io_fan.png
Scale: 4 px per um.
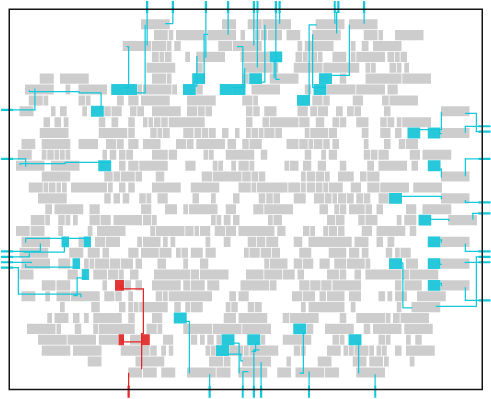
clk_routes.png
Scale: 2 px per um.
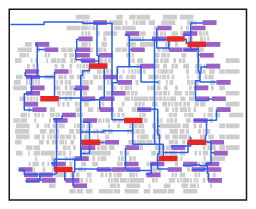
flops_by_reg.png
Scale: 2 px per um. Other sequential cells in the stronger gray, the rest of the logic in the fainter gray.
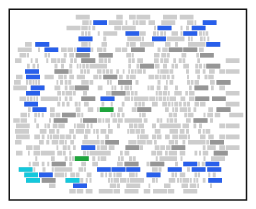
placement.png
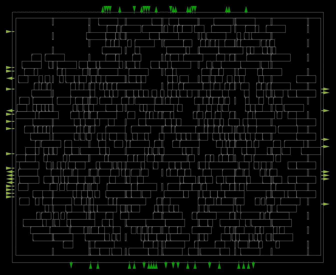
--- src/rtl/timer_pkg.sv ---
// Shared definitions for the memory-mapped countdown timer: FSM state
// encoding, register word offsets, CTRL field positions and mode values.
package timer_pkg;

  // Controller states; the encoding is fixed so it can be matched in debug.
  typedef enum logic [1:0] {
    IDLE = 2'd0,
    LOAD = 2'd1,
    CNT  = 2'd2,
    INT  = 2'd3
  } timer_state_e;

  // Word offsets on the 2-bit Addr bus (Addr = PrAddr[3:2]).
  localparam logic [1:0] ADDR_CTRL   = 2'd0;
  localparam logic [1:0] ADDR_PRESET = 2'd1;
  localparam logic [1:0] ADDR_COUNT  = 2'd2;

  // CTRL layout: only the low CTRL_W bits exist in hardware.
  localparam int CTRL_W       = 4;
  localparam int CTRL_EN      = 0;
  localparam int CTRL_MODE_LO = 1;
  localparam int CTRL_MODE_HI = 2;
  localparam int CTRL_IM      = 3;

  // Operating modes after folding of the unused MODE encodings.
  localparam logic [1:0] MODE_ONESHOT = 2'd0;
  localparam logic [1:0] MODE_RELOAD  = 2'd1;

  // Effective mode: encodings 2 and 3 behave exactly like one-shot.
  function automatic logic [1:0] ctrl_mode(input logic [CTRL_W-1:0] ctrl);
    logic [1:0] raw;
    raw = ctrl[CTRL_MODE_HI:CTRL_MODE_LO];
    return (raw == MODE_RELOAD) ? MODE_RELOAD : MODE_ONESHOT;
  endfunction

endpackage

--- src/rtl/timer_device.sv ---
// Countdown timer responding on the CPU bridge peripheral bus.
// CTRL enables the count and selects one-shot or auto-reload; PRESET holds
// the reload value; COUNT is the live, read-only down-counter. When the count
// expires a flag is raised, and IRQ reports flag qualified by the IM bit.
module timer_device
  import timer_pkg::*;
#(
  parameter int DATA_W = 32
) (
  input  logic              clk,
  input  logic              reset,
  input  logic [1:0]        Addr,
  input  logic              WE,
  input  logic [DATA_W-1:0] Din,
  output logic [DATA_W-1:0] Dout,
  output logic              IRQ
);

  localparam logic [DATA_W-1:0] ONE = {{(DATA_W-1){1'b0}}, 1'b1};

  timer_state_e      state_q, state_d;
  logic [CTRL_W-1:0] ctrl_q, ctrl_d;
  logic [DATA_W-1:0] preset_q, preset_d;
  logic [DATA_W-1:0] count_q, count_d;
  logic              flag_q, flag_d;
  logic              irq_q, irq_d;

  logic ctrl_wr;
  logic preset_wr;
  logic fsm_set_flag;
  logic fsm_clr_flag;
  logic fsm_clr_en;

  // Bus write decode; COUNT and the reserved word have no write path.
  assign ctrl_wr   = WE && (Addr == ADDR_CTRL);
  assign preset_wr = WE && (Addr == ADDR_PRESET);

  // Next-state logic: FSM sequencing, counter, then register updates where a
  // CPU write has priority over the FSM and a flag set beats a flag clear.
  always_comb begin
    // NOTE: every signal assigned below gets a default first, so no path
    // leaves a value unassigned and no latch is inferred.
    state_d      = state_q;
    ctrl_d       = ctrl_q;
    preset_d     = preset_q;
    count_d      = count_q;
    flag_d       = flag_q;
    fsm_set_flag = 1'b0;
    fsm_clr_flag = 1'b0;
    fsm_clr_en   = 1'b0;

    case (state_q)
      IDLE: begin
        if (ctrl_q[CTRL_EN]) begin
          state_d = LOAD;
        end
      end
      LOAD: begin
        // PRESET is sampled only here, so mid-count writes wait for reload.
        count_d = preset_q;
        state_d = CNT;
      end
      CNT: begin
        if (!ctrl_q[CTRL_EN]) begin
          // Disable freezes COUNT; a later enable reloads rather than resumes.
          state_d = IDLE;
        end else if (count_q > ONE) begin
          count_d = count_q - ONE;
        end else begin
          // Covers both 1 and 0, so COUNT never wraps and PRESET 0 acts as 1.
          count_d      = '0;
          fsm_set_flag = 1'b1;
          state_d      = INT;
        end
      end
      INT: begin
        if (ctrl_mode(ctrl_q) == MODE_RELOAD) begin
          fsm_clr_flag = 1'b1;
          state_d      = LOAD;
        end else begin
          fsm_clr_en = 1'b1;
          state_d    = IDLE;
        end
      end
      default: begin
        state_d = IDLE;
      end
    endcase

    // A CTRL write on the same edge as the one-shot EN clear wins.
    if (ctrl_wr) begin
      ctrl_d = Din[CTRL_W-1:0];
    end else if (fsm_clr_en) begin
      ctrl_d[CTRL_EN] = 1'b0;
    end

    if (preset_wr) begin
      preset_d = Din;
    end

    // Any CTRL/PRESET write acknowledges the interrupt, unless expiry
    // happens on the very same edge.
    if (fsm_set_flag) begin
      flag_d = 1'b1;
    end else if (fsm_clr_flag || ctrl_wr || preset_wr) begin
      flag_d = 1'b0;
    end
  end

  // IRQ is held in its own flop, loaded with IM & flag as they will be after
  // this edge, so it always equals the registered IM & flag without glitches.
  assign irq_d = ctrl_d[CTRL_IM] & flag_d;

  // State and register update with synchronous active-high reset.
  always_ff @(posedge clk) begin
    // NOTE: sequential state uses non-blocking assignments so every register
    // samples the pre-edge values regardless of statement order.
    if (reset) begin
      // NOTE: every register is reset, including PRESET and COUNT, because
      // software may read any of them before ever writing.
      state_q  <= IDLE;
      ctrl_q   <= '0;
      preset_q <= '0;
      count_q  <= '0;
      flag_q   <= 1'b0;
      irq_q    <= 1'b0;
    end else begin
      state_q  <= state_d;
      ctrl_q   <= ctrl_d;
      preset_q <= preset_d;
      count_q  <= count_d;
      flag_q   <= flag_d;
      irq_q    <= irq_d;
    end
  end

  // Zero-latency read mux; unused CTRL bits and the reserved word read 0.
  always_comb begin
    Dout = '0;
    case (Addr)
      ADDR_CTRL:   Dout = {{(DATA_W-CTRL_W){1'b0}}, ctrl_q};
      ADDR_PRESET: Dout = preset_q;
      ADDR_COUNT:  Dout = count_q;
      default:     Dout = '0;
    endcase
  end

  assign IRQ = irq_q;

endmodule

--- config.mk ---
export PLATFORM = sky130hd
export DESIGN_NAME = timer_device
export DESIGN_NICKNAME = d
export VERILOG_FILES = /design/src/rtl/timer_pkg.sv /design/src/rtl/timer_device.sv
export SDC_FILE = /design/constraint.sdc
export NUM_CORES = 1
export LEC_CHECK = 0
export ABC_CLOCK_PERIOD_IN_PS = 3400
export CAP_MARGIN = 10
export CORE_ASPECT_RATIO = 0.8
export CORE_UTILIZATION = 40
export DETAILED_ROUTE_END_ITERATION = 16
export PLACE_DENSITY_LB_ADDON = 0.15
export SKIP_CTS_REPAIR_TIMING = 1
export SLEW_MARGIN = 20
export SYNTH_ARGS = -nofsm -noshare
export SYNTH_HDL_FRONTEND = slang
export SYNTH_SLANG_ARGS = --single-unit
export TNS_END_PERCENT = 100
--- constraint.sdc ---
create_clock -name clk -period 3.4 [get_ports clk]
set_input_delay 0.85 -clock clk [delete_from_list [all_inputs] [get_ports clk]]
set_output_delay 0.85 -clock clk [all_outputs]
set_load 0.05 [all_outputs]
==> impl.org <==
#+TITLE: Synthesis and PnR summary

** Placement
- Detailed placement reports a standard cell area of between 0.005 and 0.006 sq mm.
- After detailed placement, the design holds a cell count of approximately 750.

** Yosys
- Yosys stat counts approximately 580 cells in the synthesized netlist.
- In the synthesized netlist, the number of instances is 576.
- Share of synthesized registers carrying an async set or reset :: 0%
- Top-count cell post-synth :: nand2_1
- Top cells by count :: nand2_1, dfxtp_1, a21oi_1
- After synthesis, the largest area contributor takes up around 34% of total cell area.
- Largest cells by area after synthesis :: dfxtp_1, a21oi_1, nand2_1
- Number of warnings issued by yosys :: 0
- Sorting the Yosys area breakdown by cell type puts at the top dfxtp_1.
- Number of storage elements in the synthesis netlist :: 72
- After synthesis, the netlist uses 53 different library cells.

** Timing
- On the final layout, the worst hold slack is ~0.47 ns.
- Minimum clock period after layout :: between 3 and 4 ns
- Final critical-path share of the clock period :: 90.92%
- Slack of the critical path :: a little over 0.3 ns
- Endpoints with negative setup slack in the final report add up to 0.
- Derived from the worst setup path, the maximum achievable clock frequency is about 320 MHz.

** Setup path
- Critical path class :: in2out
- CP Data Required Time :: 2.55 ns
- The capture point of the critical path was reported as Dout[25].
- Start point of the critical path :: Addr[1]

** Routing
- Routed len/inst :: 18.10 um
- For this block, the initial DRC count from the detailed router was approximately 400.
- The first detailed-routing pass ran for 5 iterations.

** Floorplan
- The die is 94.69 um tall.
- After floorplanning, the die was sized to cover approximately 0.011 sq mm.

** Finish
- Area growth from synthesis to layout :: 32.60%
- By instance count after routing, the leading logic cell type is nand2_1.
- Fraction of final layout cells sized beyond drive strength 1 :: a little over an eighth
- Per the cell usage report, the commonest logic cells after layout are nand2_1, dfxtp_1, a21oi_1, o21ai_0, nor2_1.

** Global route
- Entering global routing, the biggest net connects 39 pins.
- The first global-routing pass estimated about 23000 um of wire.
- The global routing report lists combined usage of all routing layers as 25.70%.
- The number of global-route vias before repair was 4370.

** Clocking
- Root buffer cell :: clkbuf_16
- Count of clock tree sinks :: just over 70

** Run status
- The flow ran to the end, and the final reports show no timing, DRC or antenna violations.

** Hold path
- Counting instances, the worst hold path has a depth of 2.

** Power and ir drop
- PwrDens :: between 400 and 500 mW/mm^2
- Worst supply voltage drop on vdd :: roughly 0.27 mV
Notes on io_fan.png above:
Dout: drawn in cyan, bits 32, direction output, edge 11 top, 9 right, 6 left, 6 bottom, end cells 32, buffers 32, wire 590 um. WE: drawn in red, bits 1, direction input, edge bottom, end cells 3, buffers 1, wire 36.5 um.
Top-Level Pins: 70
number of I/O port buffers: 69

Notes on clk_routes.png above:
clock wires: drawn in blue, length 1060 um. clock drivers: drawn in red, count 9. flip-flops: drawn in purple, count 72.
Position of the flops: widely spread. There are 10 routed clock nets.
Max Clock Skew: 0.007989 ns
clk pwr: 1040 uW
Clk pwr share: 43.8%
clock latency of the later-clocked register in the worst-skew pair: 0.34 ns

Notes on flops_by_reg.png above:
ctrl_q: drawn in cyan, flops 4, where bottom left. preset_q: drawn in blue, flops 32, where widely spread. state_q: drawn in green, flops 2.
utilization after layout: 54.96%
area used by sequential logic in the layout: 0.001441 sq mm
sequential cell area share: 25.31%
power in sequential cells: 896 uW

Notes on placement.png above:
placeable core area: 0.01036 sq mm
sequential cell count: 72
non-filler cells, final: 762

## power breakdown
| group | total (uW) | switching, uW | internal, uW |
|---|---|---|---|
| logic | 433 | 273 | 161 |
| clock network | 1040 | 359 | 677 |
| registers | 896 | 30.6 | 866 |
## sequential cells by signal, indices dropped and copies added (netlist names)
| signal | count |
|---|---|
| IRQ | 1 |
| flag_q | 1 |
| preset_q | 32 |
| count_q | 32 |
| ctrl_q | 4 |
| state_q | 2 |
## worst max-delay path: stages
cell and delay, ns:
clkdlybuf4s50_1 0.49, nor2b_2 0.23, buf_4 0.27, a22o_1 0.24
buf_12 0.15
## cell families (layout without fill, tap and decap cells)
| family | after synthesis | in the layout | share of synthesized area, % |
|---|---|---|---|
| AND-OR/OR-AND | 203 | 203 | 30.53 |
| XOR/XNOR | 2 | 2 | 0.4079 |
| adder cells (fa/ha/maj) | 2 | 2 | 0.5825 |
| buffers and inverters | 61 | 107 | 6.088 |
| flip-flops | 72 | 72 | 33.56 |
| multiplexers | 7 | 7 | 1.631 |
| AND/OR/NAND/NOR | 229 | 229 | 27.21 |
## layout make-up
cell class	count	area [sq um]
fillers	952	4668
inverters	5	18.77
multi-input cells	443	2597
clock inverters	3	65.06
flip-flops and latches	72	1441
well taps	140	175.2
repair buffers	87	1141
clock buffers	12	256.5
## layer usage
metal  wire (um)  part of all wire [%]  track usage [%]
met1        6352                    46            34.78
met2        6135                    44            40.49
met3        1090                   7.9            5.374
met4         213                   1.5            9.188
met5           0                     0                0
No activity file was given, so power comes from the tool's default toggle rates.
